===== src/rtl/m68k_bus_master_if.sv =====
// Request port and 68k bus pins of the bus master, bundled for connection to the chipset side.
// Direction pins (*_d) read 1 for released/input and 0 for driven.
interface m68k_bus_master_if;
    logic        req;
    logic        req_we;
    logic [22:0] req_addr;
    logic [15:0] req_wdata;
    logic [1:0]  req_be;
    logic        busy;
    logic        ack;
    logic        berr;
    logic [15:0] rdata;
    logic [22:0] VA_o;
    logic        VA_d;
    logic [15:0] VD_i;
    logic [15:0] VD_o;
    logic        VD_d;
    logic        AS_o;
    logic        UDS_o;
    logic        LDS_o;
    logic        RW_o;
    logic        strobe_d;
    logic        DTACK_i;
    logic        BR_i;
    logic        BGACK_i;
    logic        BG_o;

    modport master (
        input  req, req_we, req_addr, req_wdata, req_be,
        input  VD_i, DTACK_i, BR_i, BGACK_i,
        output busy, ack, berr, rdata,
        output VA_o, VA_d, VD_o, VD_d,
        output AS_o, UDS_o, LDS_o, RW_o, strobe_d, BG_o
    );

    modport slave (
        output req, req_we, req_addr, req_wdata, req_be,
        output VD_i, DTACK_i, BR_i, BGACK_i,
        input  busy, ack, berr, rdata,
        input  VA_o, VA_d, VD_o, VD_d,
        input  AS_o, UDS_o, LDS_o, RW_o, strobe_d, BG_o
    );
endinterface


===== src/rtl/m68k_bus_master.sv =====
// 68000-style bus cycle initiator: runs S0..S7 asynchronous bus cycles paced by CLK_i edges
// seen in the MCLK domain, and hands the bus over to BR_i/BGACK_i requesters between cycles.
module m68k_bus_master #(
    parameter int TIMEOUT = 128
) (
    input  logic                MCLK,
    input  logic                SRES,
    input  logic                CLK_i,
    m68k_bus_master_if.master   bus
);

    localparam int WCW = $clog2(TIMEOUT + 1);

    typedef enum logic [3:0] {
        IDLE, S0, S1, S2, S3, S4, S5, S6, S7, GRANT
    } state_t;

    state_t       state_q, state_d;
    logic         clk_q;
    logic         rise, fall;

    logic         we_q, we_d;
    logic [22:0]  addr_q, addr_d;
    logic [15:0]  wdata_q, wdata_d;
    logic [1:0]   be_q, be_d;
    logic [WCW-1:0] wcnt_q, wcnt_d;
    logic         busy_q, busy_d;
    logic         ack_q, ack_d;
    logic         berr_q, berr_d;
    logic [15:0]  rdata_q, rdata_d;
    logic [22:0]  vaddr_q, vaddr_d;
    logic         vadir_q, vadir_d;
    logic [15:0]  vdout_q, vdout_d;
    logic         vddir_q, vddir_d;
    logic         as_q, as_d;
    logic         uds_q, uds_d;
    logic         lds_q, lds_d;
    logic         rw_q, rw_d;
    logic         strdir_q, strdir_d;
    logic         bg_q, bg_d;

    logic         start_cycle, start_grant, release_bus;

    // The edge detector keeps running through reset so no false edge appears on release.
    always_ff @(posedge MCLK) begin
        clk_q <= CLK_i;
    end

    assign rise = CLK_i & ~clk_q;
    assign fall = ~CLK_i & clk_q;

    always_ff @(posedge MCLK) begin
        if (!SRES) begin
            state_q  <= IDLE;
            we_q     <= 1'b0;
            addr_q   <= '0;
            wdata_q  <= '0;
            be_q     <= 2'b11;
            wcnt_q   <= '0;
            busy_q   <= 1'b0;
            ack_q    <= 1'b0;
            berr_q   <= 1'b0;
            rdata_q  <= '0;
            vaddr_q  <= '0;
            vadir_q  <= 1'b1;
            vdout_q  <= '0;
            vddir_q  <= 1'b1;
            as_q     <= 1'b1;
            uds_q    <= 1'b1;
            lds_q    <= 1'b1;
            rw_q     <= 1'b1;
            strdir_q <= 1'b1;
            bg_q     <= 1'b1;
        end else begin
            state_q  <= state_d;
            we_q     <= we_d;
            addr_q   <= addr_d;
            wdata_q  <= wdata_d;
            be_q     <= be_d;
            wcnt_q   <= wcnt_d;
            busy_q   <= busy_d;
            ack_q    <= ack_d;
            berr_q   <= berr_d;
            rdata_q  <= rdata_d;
            vaddr_q  <= vaddr_d;
            vadir_q  <= vadir_d;
            vdout_q  <= vdout_d;
            vddir_q  <= vddir_d;
            as_q     <= as_d;
            uds_q    <= uds_d;
            lds_q    <= lds_d;
            rw_q     <= rw_d;
            strdir_q <= strdir_d;
            bg_q     <= bg_d;
        end
    end

    always_comb begin
        state_d     = state_q;
        we_d        = we_q;
        addr_d      = addr_q;
        wdata_d     = wdata_q;
        be_d        = be_q;
        wcnt_d      = wcnt_q;
        busy_d      = busy_q;
        ack_d       = 1'b0;
        berr_d      = 1'b0;
        rdata_d     = rdata_q;
        vaddr_d     = vaddr_q;
        vadir_d     = vadir_q;
        vdout_d     = vdout_q;
        vddir_d     = vddir_q;
        as_d        = as_q;
        uds_d       = uds_q;
        lds_d       = lds_q;
        rw_d        = rw_q;
        strdir_d    = strdir_q;
        bg_d        = bg_q;
        start_cycle = 1'b0;
        start_grant = 1'b0;
        release_bus = 1'b0;

        case (state_q)
            IDLE: begin
                if (rise) begin
                    if (!bus.BR_i) begin
                        start_grant = 1'b1;
                    end else if (bus.req) begin
                        start_cycle = 1'b1;
                    end
                end
            end
            S0: begin
                if (fall) begin
                    state_d = S1;
                    vadir_d = 1'b0;
                    vaddr_d = addr_q;
                end
            end
            S1: begin
                if (rise) begin
                    state_d = S2;
                    as_d    = 1'b0;
                    if (!we_q) begin
                        uds_d = ~be_q[1];
                        lds_d = ~be_q[0];
                    end
                end
            end
            S2: begin
                if (fall) begin
                    state_d = S3;
                    if (we_q) begin
                        vddir_d = 1'b0;
                        vdout_d = wdata_q;
                    end
                end
            end
            S3: begin
                if (rise) begin
                    state_d = S4;
                    if (we_q) begin
                        uds_d = ~be_q[1];
                        lds_d = ~be_q[0];
                    end
                end
            end
            S4: begin
                // Every rise seen while still in S4 belongs to a wait state.
                if (rise) begin
                    wcnt_d = wcnt_q + WCW'(1);
                end else if (fall) begin
                    if (!bus.DTACK_i) begin
                        state_d = S5;
                    end else if (wcnt_q == WCW'(TIMEOUT)) begin
                        state_d     = IDLE;
                        as_d        = 1'b1;
                        uds_d       = 1'b1;
                        lds_d       = 1'b1;
                        berr_d      = 1'b1;
                        busy_d      = 1'b0;
                        release_bus = 1'b1;
                    end
                end
            end
            S5: begin
                if (rise) begin
                    state_d = S6;
                end
            end
            S6: begin
                if (fall) begin
                    state_d = S7;
                    if (!we_q) begin
                        rdata_d = bus.VD_i;
                    end
                    as_d   = 1'b1;
                    uds_d  = 1'b1;
                    lds_d  = 1'b1;
                    ack_d  = 1'b1;
                    busy_d = 1'b0;
                end
            end
            S7: begin
                if (rise) begin
                    release_bus = 1'b1;
                    state_d     = IDLE;
                    if (!bus.BR_i) begin
                        start_grant = 1'b1;
                    end else if (bus.req) begin
                        start_cycle = 1'b1;
                    end
                end
            end
            GRANT: begin
                // Returning to IDLE here guarantees a full CLK_i period before the next accept.
                if (rise && bus.BR_i && bus.BGACK_i) begin
                    bg_d    = 1'b1;
                    state_d = IDLE;
                end
            end
            default: begin
                state_d = IDLE;
            end
        endcase

        if (release_bus) begin
            vadir_d  = 1'b1;
            vddir_d  = 1'b1;
            strdir_d = 1'b1;
            rw_d     = 1'b1;
        end

        if (start_grant) begin
            state_d = GRANT;
            bg_d    = 1'b0;
        end

        if (start_cycle) begin
            state_d  = S0;
            we_d     = bus.req_we;
            addr_d   = bus.req_addr;
            wdata_d  = bus.req_wdata;
            be_d     = (bus.req_be == 2'b00) ? 2'b11 : bus.req_be;
            wcnt_d   = '0;
            busy_d   = 1'b1;
            strdir_d = 1'b0;
            rw_d     = ~bus.req_we;
        end
    end

    assign bus.busy     = busy_q;
    assign bus.ack      = ack_q;
    assign bus.berr     = berr_q;
    assign bus.rdata    = rdata_q;
    assign bus.VA_o     = vaddr_q;
    assign bus.VA_d     = vadir_q;
    assign bus.VD_o     = vdout_q;
    assign bus.VD_d     = vddir_q;
    assign bus.AS_o     = as_q;
    assign bus.UDS_o    = uds_q;
    assign bus.LDS_o    = lds_q;
    assign bus.RW_o     = rw_q;
    assign bus.strobe_d = strdir_q;
    assign bus.BG_o     = bg_q;

endmodule


===== src/flat_wrapper.sv =====
// flat-port wrapper written by rule: the top's interface ports become plain ports
module m68k_bus_master_flat 
#(
    parameter int TIMEOUT = 128
)
  (MCLK, SRES, CLK_i, bus_req, bus_req_we, bus_req_addr, bus_req_wdata, bus_req_be, bus_VD_i, bus_DTACK_i, bus_BR_i, bus_BGACK_i, bus_busy, bus_ack, bus_berr, bus_rdata, bus_VA_o, bus_VA_d, bus_VD_o, bus_VD_d, bus_AS_o, bus_UDS_o, bus_LDS_o, bus_RW_o, bus_strobe_d, bus_BG_o);
  m68k_bus_master_if bus_i ();
  input  logic MCLK;
  input  logic SRES;
  input  logic CLK_i;
  input wire logic [$bits(bus_i.req)-1:0] bus_req;
  input wire logic [$bits(bus_i.req_we)-1:0] bus_req_we;
  input wire logic [$bits(bus_i.req_addr)-1:0] bus_req_addr;
  input wire logic [$bits(bus_i.req_wdata)-1:0] bus_req_wdata;
  input wire logic [$bits(bus_i.req_be)-1:0] bus_req_be;
  input wire logic [$bits(bus_i.VD_i)-1:0] bus_VD_i;
  input wire logic [$bits(bus_i.DTACK_i)-1:0] bus_DTACK_i;
  input wire logic [$bits(bus_i.BR_i)-1:0] bus_BR_i;
  input wire logic [$bits(bus_i.BGACK_i)-1:0] bus_BGACK_i;
  output wire logic [$bits(bus_i.busy)-1:0] bus_busy;
  output wire logic [$bits(bus_i.ack)-1:0] bus_ack;
  output wire logic [$bits(bus_i.berr)-1:0] bus_berr;
  output wire logic [$bits(bus_i.rdata)-1:0] bus_rdata;
  output wire logic [$bits(bus_i.VA_o)-1:0] bus_VA_o;
  output wire logic [$bits(bus_i.VA_d)-1:0] bus_VA_d;
  output wire logic [$bits(bus_i.VD_o)-1:0] bus_VD_o;
  output wire logic [$bits(bus_i.VD_d)-1:0] bus_VD_d;
  output wire logic [$bits(bus_i.AS_o)-1:0] bus_AS_o;
  output wire logic [$bits(bus_i.UDS_o)-1:0] bus_UDS_o;
  output wire logic [$bits(bus_i.LDS_o)-1:0] bus_LDS_o;
  output wire logic [$bits(bus_i.RW_o)-1:0] bus_RW_o;
  output wire logic [$bits(bus_i.strobe_d)-1:0] bus_strobe_d;
  output wire logic [$bits(bus_i.BG_o)-1:0] bus_BG_o;
  assign bus_i.req = bus_req;
  assign bus_i.req_we = bus_req_we;
  assign bus_i.req_addr = bus_req_addr;
  assign bus_i.req_wdata = bus_req_wdata;
  assign bus_i.req_be = bus_req_be;
  assign bus_i.VD_i = bus_VD_i;
  assign bus_i.DTACK_i = bus_DTACK_i;
  assign bus_i.BR_i = bus_BR_i;
  assign bus_i.BGACK_i = bus_BGACK_i;
  assign bus_busy = bus_i.busy;
  assign bus_ack = bus_i.ack;
  assign bus_berr = bus_i.berr;
  assign bus_rdata = bus_i.rdata;
  assign bus_VA_o = bus_i.VA_o;
  assign bus_VA_d = bus_i.VA_d;
  assign bus_VD_o = bus_i.VD_o;
  assign bus_VD_d = bus_i.VD_d;
  assign bus_AS_o = bus_i.AS_o;
  assign bus_UDS_o = bus_i.UDS_o;
  assign bus_LDS_o = bus_i.LDS_o;
  assign bus_RW_o = bus_i.RW_o;
  assign bus_strobe_d = bus_i.strobe_d;
  assign bus_BG_o = bus_i.BG_o;
  m68k_bus_master #(.TIMEOUT(TIMEOUT)) u_core (.MCLK(MCLK), .SRES(SRES), .CLK_i(CLK_i), .bus(bus_i));
endmodule

===== config.mk =====
export PLATFORM = sky130hd
export DESIGN_NAME = m68k_bus_master_flat
export DESIGN_NICKNAME = d
export VERILOG_FILES = /design/src/rtl/m68k_bus_master_if.sv /design/src/rtl/m68k_bus_master.sv /design/src/flat_wrapper.sv
export SDC_FILE = /design/constraint.sdc
export NUM_CORES = 1
export LEC_CHECK = 0
export CAP_MARGIN = 20
export CORE_ASPECT_RATIO = 1.75
export CORE_MARGIN = 4
export CORE_UTILIZATION = 45
export CTS_BUF_LIST = sky130_fd_sc_hd__clkbuf_2
export DETAILED_ROUTE_END_ITERATION = 6
export PLACE_DENSITY = 0.81
export SYNTH_ARGS = -nofsm -noshare
export SYNTH_HDL_FRONTEND = slang
export SYNTH_SLANG_ARGS = --single-unit
export TNS_END_PERCENT = 30

===== constraint.sdc =====
create_clock -name MCLK -period 2.6 [get_ports MCLK]
set_input_delay 0.65 -clock MCLK [delete_from_list [all_inputs] [get_ports MCLK]]
set_output_delay 0.65 -clock MCLK [all_outputs]
set_load 0.005 [all_outputs]

Figure 1. Supply network (run 1).
Pins as bars on the die edge.
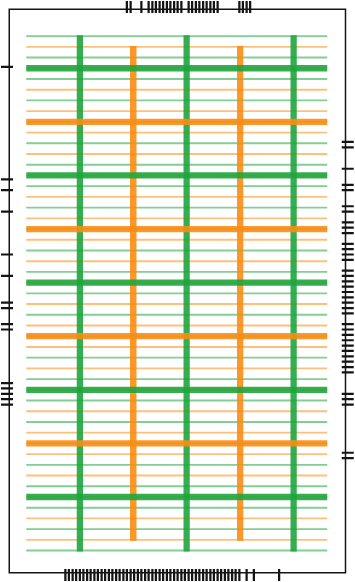
legend:
  orange:
    net: VDD
  green:
    net: VSS
rows: 48
met4 straps: 5
met1 rails: 49
Die Wd: 84.9 um
core area: 9970 sq um
die outline height: 143 um

Figure 2. Selected gate families (run 1).
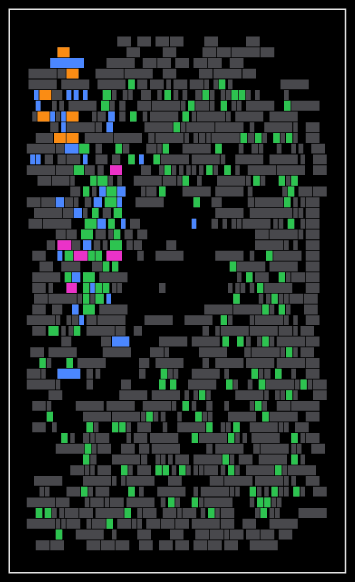
legend:
  orange:
    family: xor and xnor cells
    cells: 7
    most_used: xor2_1
    where: top left
  green:
    family: aoi and oai cells
    cells: 131
    most_used: a21oi_1
  blue:
    family: nor cells
    cells: 34
    most_used: nor2_1
  magenta:
    family: non-inverting ao/oa cells
    cells: 5
    where: left middle
Cell Count, Final, Fillers Out: 859
Comb/total area: 32.3%
Commonest Layout Cell: nand2_1

==> impl_metrics.ini, run 1 <==
; flow metrics
[final_layout]
nFillCells = 901
layout-drive-gt1-share_pct = 7.78
layout.nets = 787

[routing]
drt_iter0_drc = 311
viasPerCell = 5.19
wl_per_cell_um = 15.0
routed_wl_um = 12900
highest_layer = met4
ant_nets = 0
vias = 4458

[critical_path]
path_max_fanout = 2
critPathLaunch = u_core.bus.strobe_d$_SDFFE_PN1P_
cpMaxStageDelayCell = clkdlybuf4s50_1
endpoint = bus_strobe_d
critPathKind = reg -> out
r2r_end = u_core.state_q[1]$_SDFFE_PP0P_
r2r_start = u_core.state_q[2]$_SDFFE_PP0P_
path_cells = clkdlybuf4s50_1

[floorplanning]
num_io_pins = 131
rows = 48
fp_util_pct = 46.7

[pwr]
vdd_drop_max_mv = 0.324
clkPwrFrac_pct = 29.6
power_density_nw_per_um2 = 544
comb_power_share_pct = 13.4
seq_power_share_pct = 57.0
p_sw_uw = 993
finalPower_mw = 3.46

[sta]
slew_headroom_pct = 56.8
setup-violations-final = 0
min_period_over_period_pct = 84.9
whs_ps = 429
max_freq_ghz = 0.453

[hold_path]
hp-class = reg -> reg

[synth]
ys_types = 51
synth.cell_area_sq_um = 4660
area_leaders = dfxtp_1, nand2_1, a21oi_1
syn_area_per_cell_sq_um = 7.89
ys_warn_count = 0

[clock_tree]
clk_latency_ps = 640
htree_levels = 4
cts_tree = built

[global_routing]
grt_overflow = 0
grt_max_degree = 49
grt_pass1_vias = 4422
grt_first_pass_wirelength_um = 20500
antenna_found_initial = 1

[outcome]
outcome = finished clean

[placed_design]
portBuffers = 130
preCtsSetupSlack_ps = -136

[job]
warnings = 27
Figure 3. Sequential cells grouped by signal name (run 1).
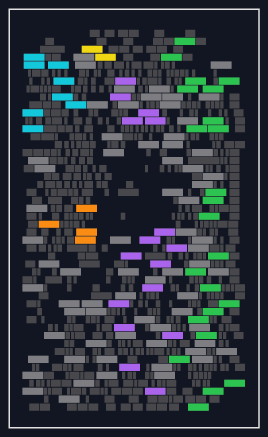
legend:
  yellow:
    name_in_the_netlist: `u_core.be_q`
    placed_flops: 2
  orange:
    name_in_the_netlist: `u_core.state_q`
    placed_flops: 4
  purple:
    name_in_the_netlist: `u_core.wdata_q`
    placed_flops: 16
  green:
    name_in_the_netlist: `u_core.bus.VA_o`
    placed_flops: 23
  cyan:
    name_in_the_netlist: `u_core.wcnt_q`
    placed_flops: 8
    where: top left
not coloured: 68
P_seq: 1.97 mW
Reg area: 2420 sq um
post-layout util: 63.8%
flop share of the area: 38.1%

[run 1: what timing repair did]
item	CTS	global route
buffers inserted	0	0
setup endpoints to repair	0	2
gates resized	0	1
hold endpoints to repair	0	0
[run 1: cells in the mapped netlist, types with 2 or more instances]
| library cell | instances |
|---|---|
| a21boi_0 | 2 |
| a21oi_1 | 102 |
| a31oi_1 | 5 |
| and2_1 | 2 |
| and3_1 | 4 |
| buf_2 | 9 |
| clkbuf_1 | 27 |
| dfxtp_1 | 121 |
| ha_1 | 2 |
| inv_1 | 8 |
| nand2_1 | 211 |
| nand2b_1 | 4 |
| nand3_1 | 8 |
| nand3b_1 | 4 |
| nand4_1 | 3 |
| nor2_1 | 19 |
| nor2b_1 | 6 |
| nor3_1 | 4 |
| o21ai_0 | 11 |
| o21ai_1 | 2 |
| o31ai_1 | 2 |
| xnor2_1 | 3 |
| xor2_1 | 4 |
[run 1: area by class of cell]
class	instances	area share, %
inverters	9	0.531
multi-input cells	424	32.3
clock inverters	13	1.65
flip-flops and latches	121	38.1
clock buffers	19	1.49
well taps	125	2.46
diodes	1	0.0393
repair buffers	147	23.4
[run 1: state kept, by name, indices dropped and copies added, names as in the netlist, 2 cells and up]
signal,cells
u_core.wcnt_q,8
u_core.state_q,4
u_core.bus.VA_o,23
u_core.bus.VD_o,16
u_core.wdata_q,16
u_core.bus.rdata,16
u_core.addr_q,23
u_core.be_q,2
[run 1: logic make-up (layout without fill, tap and decap cells)]
family                   Yosys count  count (layout)  share of synthesized area [%]
buffers and inverters             46             188                           3.97
multiplexers                       1               1                          0.215
adder cells (fa/ha/maj)            2               2                          0.537
AND-OR/OR-AND                    136             136                           16.0
other                              0               1                              0
AND/OR/NAND/NOR                  278             278                           26.0
flip-flops                       121             121                           52.0
XOR/XNOR                           7               7                           1.32
[run 1: worst reg2reg max path: stages, from the launching register on]
cell and delay [ps]:
dfxtp_1 750, nor2b_1 200, a2111oi_0 90, a311o_1 430
or4_1 520, a21oi_1 130
[run 1: worst min path at each step]
stage / start / to / cells after the start
CTS: u_core.addr_q[18]$_SDFFE_PN0P_ / u_core.bus.VA_o[18]$_SDFFE_PN0P_ / 2
detailed placement: u_core.bus.VD_d$_SDFFE_PP1P_ / u_core.bus.VD_d$_SDFFE_PP1P_ / 2
finish: u_core.addr_q[18]$_SDFFE_PN0P_ / u_core.bus.VA_o[18]$_SDFFE_PN0P_ / 2
global placement: u_core.addr_q[8]$_SDFFE_PN0P_ / u_core.bus.VA_o[8]$_SDFFE_PN0P_ / 2
global route: bus_req_addr[6] / u_core.addr_q[6]$_SDFFE_PN0P_ / 3
floorplan: u_core.addr_q[0]$_SDFFE_PN0P_ / u_core.bus.VA_o[0]$_SDFFE_PN0P_ / 2
[run 1: per-layer routing]
| layer | vias to the layer above | GRT usage [%] |
|---|---|---|
| met2 | 139 | 40.9 |
| met4 | 0 | 11.8 |
| met5 | - | 0 |
| met3 | 21 | 4.56 |
| li1 | 2225 | - |
| met1 | 2073 | 20.7 |
Figure 4. Clock wiring as the flow saved it (run 1).
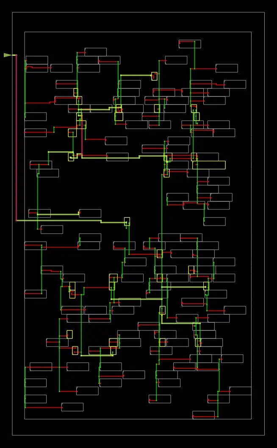

--- run 2 (diff from run 1) ---
--- a/config.mk
+++ b/config.mk
@@ -11,7 +11,7 @@
 export CORE_UTILIZATION = 45
 export CTS_BUF_LIST = sky130_fd_sc_hd__clkbuf_2
 export DETAILED_ROUTE_END_ITERATION = 6
-export PLACE_DENSITY = 0.81
+export PLACE_DENSITY = 0.84
 export SYNTH_ARGS = -nofsm -noshare
 export SYNTH_HDL_FRONTEND = slang
 export SYNTH_SLANG_ARGS = --single-unit
==> constraint.sdc (replaced) <==
create_clock -name MCLK -period 1.9 [get_ports MCLK]
set_input_delay 0.475 -clock MCLK [delete_from_list [all_inputs] [get_ports MCLK]]
set_output_delay 0.475 -clock MCLK [all_outputs]
set_load 0.005 [all_outputs]
Figure 5. Clock wiring as the flow saved it (run 2).
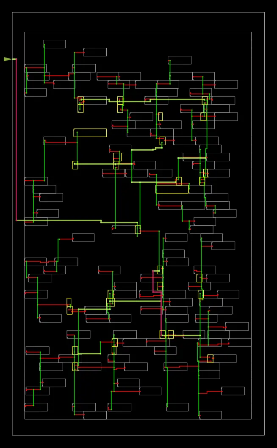
Clock Buffer Count: 21
clk_lat worst skew: 650 ps
CTS Buf Count: 17
clk pwr: 1.47 mW
clock skew: 28.6 ps

==> impl_metrics.ini, run 2 <==
; flow metrics
[clock_tree]
htree_levels = 4
clock_sinks = 121
cts_tree = built
ctsRootBufferMaster = clkbuf_2
clockBufferDepth = 2

[routing]
dr.pass1.iters = 5
ant_nets = 0
viasPerCell = 5.27
vias = 4680
drt_iter0_drc = 226
wl_per_cell_um = 14.9
routed_wl_um = 13200

[critical_path]
critPathLaunch = u_core.wcnt_q[1]$_SDFFE_PP0P_
path_max_fanout = 3
critPathKind = reg -> reg
worstPathArrival_ps = 2640
r2r_start = u_core.wcnt_q[1]$_SDFFE_PP0P_

[synth]
ys_top_logic_family = simple AND/OR/NAND/NOR gates
flop_cell = dfxtp_1
top_area_cell = dfxtp_1
async_flop_share_pct = 0
post_synth_mux_area_share_pct = 0.215
yosys.area_share.simple_pct = 26.0
synth.cell_area_sq_um = 4660
fa_ha_area_share_pct = 0.537
synth_stat.cells = 591
common_cells = nand2_1, dfxtp_1, a21oi_1, clkbuf_1, nor2_1
ys_warn_count = 0
yosys.area.top_type_share_pct = 52.0
syn_area_per_cell_sq_um = 7.89
ys_types = 51
area_leaders = dfxtp_1, nand2_1, a21oi_1
synth.most_common_cell = nand2_1
synthAoiAreaFrac_pct = 16.0
yosys_area_sq_um = 4660
xor_share_pct = 1.32

[floorplanning]
fp_util_pct = 46.7
num_io_pins = 131
dieHeight_um = 143
dieWidth_um = 84.9
core-area_sq_um = 9970
rows = 48

[job]
maxCapViolCount = 0
warnings = 29

[outcome]
violations = setup timing
outcome = complete, but fails checks

[global_routing]
grt_overflow = 0
grt_util_met3_pct = 5.95
track_usage_pct = 21.7
grt_first_pass_wirelength_um = 20900
antenna_found_initial = 1
grt_pass1_vias = 4599
grt_max_degree = 71
grt-busiest-layer = met2
globalRouteMet2Util_pct = 42.5
use_met1_pct = 20.2

[sta]
min_period_over_period_pct = 107
fin_ws_ps = -138
slew_headroom_pct = 70.8
setup-violations-final = 1
max_freq_ghz = 0.491
rsz0062_at_grt = yes
hold_violations = 0

[pwr]
power.leakage_nw = 2.72
vdd_drop_max_mv = 0.441
clkPwrFrac_pct = 29.3
p_sw_mw = 1.36
swShare_pct = 27.2
seq_power_share_pct = 53.4
power_density_nw_per_um2 = 742
comb_power_share_pct = 17.3

[final_layout]
layout.nets = 816
instances_no_fill = 888
nFillCells = 865
layout-drive-gt1-share_pct = 20.6
final_area_sq_um = 6760
layout_top_cell = nand2_1
final_util_pct = 67.8
area_growth_pct = 44.9

[placed_design]
finalWeightedCongestion = 0.911
dpl.cell_count = 850
portBuffers = 130
preCtsSetupSlack_ps = -622

[hold_path]
hp-start = bus_VD_i[3]
hp-class = in -> reg
Figure 6. A small window of the routed layout (run 2).
Region (0, 82) to (50, 132) um. Cells in grey, sequential cells in the stronger grey; small squares are vias.
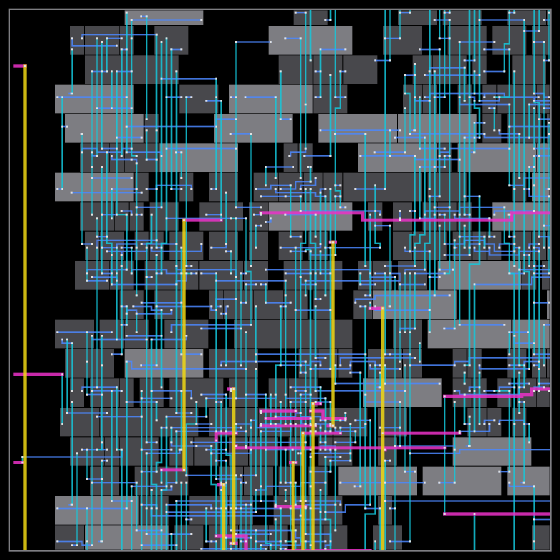
legend:
  blue:
    layer: metal 1
  yellow:
    layer: metal 4
  cyan:
    layer: metal 2
  magenta:
    layer: metal 3
netlist names of flops here include: `u_core.wcnt_q` (8), `u_core.wdata_q` (5), `u_core.bus.VD_o` (4)
sequential cells in the window: 25
cells with their middle in the window: 195
most frequent: nand2_1 (30), buf_4 (19), dfxtp_1 (15)

run 2: final timing paths:
| kind | depth (start not counted) | to | slack [ps] |
|---|---|---|---|
| setup reg to reg | 7 | u_core.state_q[1]$_SDFFE_PP0P_ | -140 |
| setup / recovery | 7 | u_core.state_q[1]$_SDFFE_PP0P_ | -140 |
| hold / removal | 3 | u_core.bus.rdata[3]$_SDFFE_PN0P_ | 340 |
| hold reg to reg | 2 | u_core.bus.VD_o[5]$_SDFFE_PN0P_ | 440 |
run 2: cell families after synthesis:
logic type	Yosys count
XOR/XNOR	7
AND-OR/OR-AND	136
flip-flops	121
buffers and inverters	46
adder cells (fa/ha/maj)	2
multiplexers	1
AND/OR/NAND/NOR	278
run 2: worst max-delay path: stages (launching register included):
cell and delay [ps]:
dfxtp_2 360, inv_2 60, ha_4 130, nor4b_4 230
nand3_2 150, a311o_1 420, or4_4 540, a21oi_2 120
run 2: metrics by stage:
step                total power [mW]  hold slack, ps
global route                    5.26             243
finish                          5.01             337
floorplan                       3.09             432
CTS                             4.99             260
detailed placement              3.51             442
global placement                3.48             436
run 2: layer usage:
metal / vias to the layer above / routed length [um]
met2: 161 / 7600
li1: 2287 / -
met1: 2196 / 4580
met4: 0 / 409
met3: 36 / 645
met5: - / 0
run 2: final cells by class:
cell class / instances / area (sq um) / area share [%]
Tap cell: 125 / 156 / 2.32
Timing Repair Buffer: 176 / 1730 / 25.5
Sequential cell: 121 / 2500 / 37.1
Multi-Input combinational cell: 424 / 2120 / 31.4
Inverter: 9 / 33.8 / 0.500
Clock inverter: 11 / 105 / 1.56
Clock buffer: 21 / 105 / 1.56
Antenna cell: 1 / 2.50 / 0.0370
run 2: power by group through the flow:
stage	sequential, mW	clock (mW)	combinational, mW
6_report	2.67	1.47	0.867
3_3_place_gp	2.71	0	0.768
3_5_place_dp	2.72	0	0.792
2_1_floorplan	2.69	0	0.400
5_1_grt	2.68	1.64	0.934
4_1_cts	2.66	1.53	0.801
run 2: what timing repair did:
action / in CTS / in global routing
hold buffers: 0 / 0
pin swaps: 1 / 9
buffers inserted: 2 / 3
gates resized: 129 / 20
hold endpoints to repair: 0 / 0
endpoints found under the setup margin: 74 / 52
Figure 7. Sequential cells grouped by signal name (run 2).
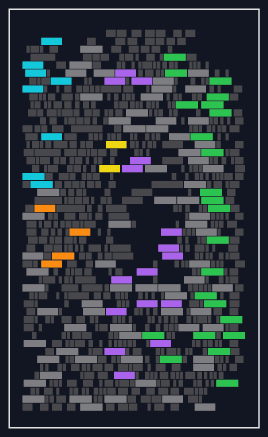

--- run 3 (diff from run 2) ---
--- a/config.mk
+++ b/config.mk
@@ -8,10 +8,11 @@
 export CAP_MARGIN = 20
 export CORE_ASPECT_RATIO = 1.75
 export CORE_MARGIN = 4
-export CORE_UTILIZATION = 45
+export CORE_UTILIZATION = 50
 export CTS_BUF_LIST = sky130_fd_sc_hd__clkbuf_2
 export DETAILED_ROUTE_END_ITERATION = 6
-export PLACE_DENSITY = 0.84
+export DONT_BUFFER_PORTS = 1
+export PLACE_DENSITY = 0.73
 export SYNTH_ARGS = -nofsm -noshare
 export SYNTH_HDL_FRONTEND = slang
 export SYNTH_SLANG_ARGS = --single-unit
Figure 8. Sequential cells grouped by signal name (run 3).
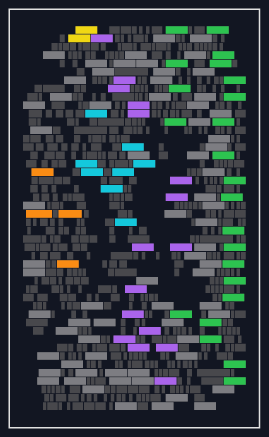
legend:
  yellow:
    name_in_the_netlist: `u_core.be_q`
    placed_flops: 2
  orange:
    name_in_the_netlist: `u_core.state_q`
    placed_flops: 4
    where: left middle
  cyan:
    name_in_the_netlist: `u_core.wcnt_q`
    placed_flops: 8
  green:
    name_in_the_netlist: `u_core.bus.VA_o`
    placed_flops: 23
  purple:
    name_in_the_netlist: `u_core.wdata_q`
    placed_flops: 16
not coloured: 68
flop share of the area: 41.0%
P_seq: 2.68 mW
Reg area: 2430 sq um

==> impl_metrics.ini, run 3 <==
; flow metrics
[synth]
area_leaders = dfxtp_1, nand2_1, a21oi_1
post_synth_mux_area_share_pct = 0.215
flop_cell = dfxtp_1
top_area_cell = dfxtp_1
ys_types = 51
synth_stat.cells = 591
synth.most_common_cell = nand2_1
async_flop_share_pct = 0
yosys_area_sq_um = 4660
ys_warn_count = 0
fa_ha_area_share_pct = 0.537
synthAoiAreaFrac_pct = 16.0
xor_share_pct = 1.32

[global_routing]
grt_pass1_vias = 4465
antenna_found_initial = 0
grt_overflow = 0

[critical_path]
critPathKind = reg -> reg
r2r_start = u_core.wcnt_q[0]$_SDFFE_PP0P_
reg2reg_depth = 7
path_max_fanout = 3
crit_family = simple AND/OR/NAND/NOR gates
cpMaxStageDelayCell = or4_1
worstPathArrival_ps = 2500
path_cells = inv_1 > ha_1 > nor4b_4 > nand3_2 > a311o_1 > or4_1 > a21oi_1
r2r_slack_ps = -3

[sta]
slew_headroom_pct = 68.9
hold_violations = 10
max_freq_ghz = 0.526
whs_ps = -120
rsz0062_at_grt = yes
fin_ws_ps = -2.60
min_period_over_period_pct = 100
setup-violations-final = 1

[hold_path]
hp-class = in -> reg
hold-path-endpoint = u_core.bus.strobe_d$_SDFFE_PN1P_

[outcome]
outcome = complete, but fails checks
violations = DRC, hold timing, setup timing

[routing]
routed_wl_um = 13400
vias = 4409
drc = 1
wl_per_cell_um = 16.8
drt_iter0_drc = 247

[clock_tree]
clk_latency_ps = 650
cts_buffers = 17
postCtsSetupRepairBufs = 0
ctsRootBufferMaster = clkbuf_2

[final_layout]
area_growth_pct = 27.1
layout.nets = 736
layout-drive-gt1-share_pct = 11.9
antenna_cells = 0
instances_no_fill = 802

[pwr]
power_density_nw_per_um2 = 890
vdd_drop_max_mv = 0.535

[floorplanning]
fp_util_pct = 51.3
num_io_pins = 131
core-area_sq_um = 9090
rows = 46

[placed_design]
dpl.cell_count = 710
finalWeightedCongestion = 0.882

[job]
warnings = 31
Figure 9. Clock wiring as the flow saved it (run 3).
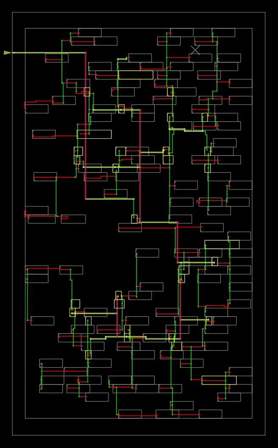
Clock Buffer Count: 17
clk pwr: 1.85 mW
Flops: 121
clock skew: 42.1 ps
clk sinks: 121

-- run 3: cell type report --
type	instances	area, sq um
Clock buffer	17	85.1
Tap cell	120	150
Inverter	9	33.8
Multi-Input combinational cell	424	2070
Clock inverter	15	199
Fill cell	756	3170
Timing Repair Buffer	96	958
Sequential cell	121	2430
-- run 3: worst max-delay path by stage --
stage	end	start	cells past startpoint	slack, ps
after detailed placement	u_core.addr_q[3]$_SDFFE_PN0P_	u_core.state_q[0]$_SDFFE_PN0P_	6	-20
final	u_core.state_q[1]$_SDFFE_PP0P_	u_core.wcnt_q[0]$_SDFFE_PP0P_	7	-3
after CTS	u_core.state_q[1]$_SDFFE_PP0P_	u_core.wcnt_q[0]$_SDFFE_PP0P_	7	-20
after floorplan	u_core.state_q[1]$_SDFFE_PP0P_	CLK_i	5	20
after global placement	u_core.state_q[0]$_SDFFE_PN0P_	CLK_i	6	6
after global routing	u_core.state_q[1]$_SDFFE_PP0P_	u_core.wcnt_q[1]$_SDFFE_PP0P_	7	-90
-- run 3: repair_timing --
action / CTS / global route
hold buffers: 59 / 1
gates resized: 1 / 5
endpoints found under the setup margin: 38 / 44
pin swaps: 0 / 1
endpoints found under the hold margin: 69 / 15
-- run 3: metal layers --
layer	global-route usage (%)	vias up	share of wire [%]	routed length, um
met2	45.8	174	55	7370
met4	13.6	0	4.4	594
met1	25.6	2063	35	4660
met5	0	-	0	0
met3	6.92	48	6.2	829
li1	-	2124	-	-
-- run 3: power by group --
group	internal (mW)	total, mW	switching (mW)	leakage, nW
combinational	0.347	0.738	0.391	0.986
clock	0.868	1.85	0.980	0.164
sequential	2.61	2.68	0.0748	0.978
total	3.83	5.27	1.45	2.13
-- run 3: cells by family (layout without fill, tap and decap cells) --
| kind of cell | count (synthesis) | count (layout) |
|---|---|---|
| AND/OR/NAND/NOR | 278 | 278 |
| AND-OR/OR-AND | 136 | 136 |
| XOR/XNOR | 7 | 7 |
| multiplexers | 1 | 1 |
| buffers and inverters | 46 | 137 |
| flip-flops | 121 | 121 |
| adder cells (fa/ha/maj) | 2 | 2 |
-- run 3: stage by stage --
step | TNS [ps] | power [mW] | setup slack (ps) | util [%]
after detailed placement | -18.1 | 3.34 | -15.8 | 55.2
after floorplan | 0 | 3.09 | 16.3 | -
after global routing | -1340 | 5.52 | -90.3 | 65.1
after CTS | -29.7 | 5.30 | -20.4 | 64.9
final | -2.60 | 5.27 | -2.60 | 65.1
after global placement | 0 | 3.33 | 5.83 | 55.2
Power figures rest on the tool's default switching activity, not on a simulated workload.
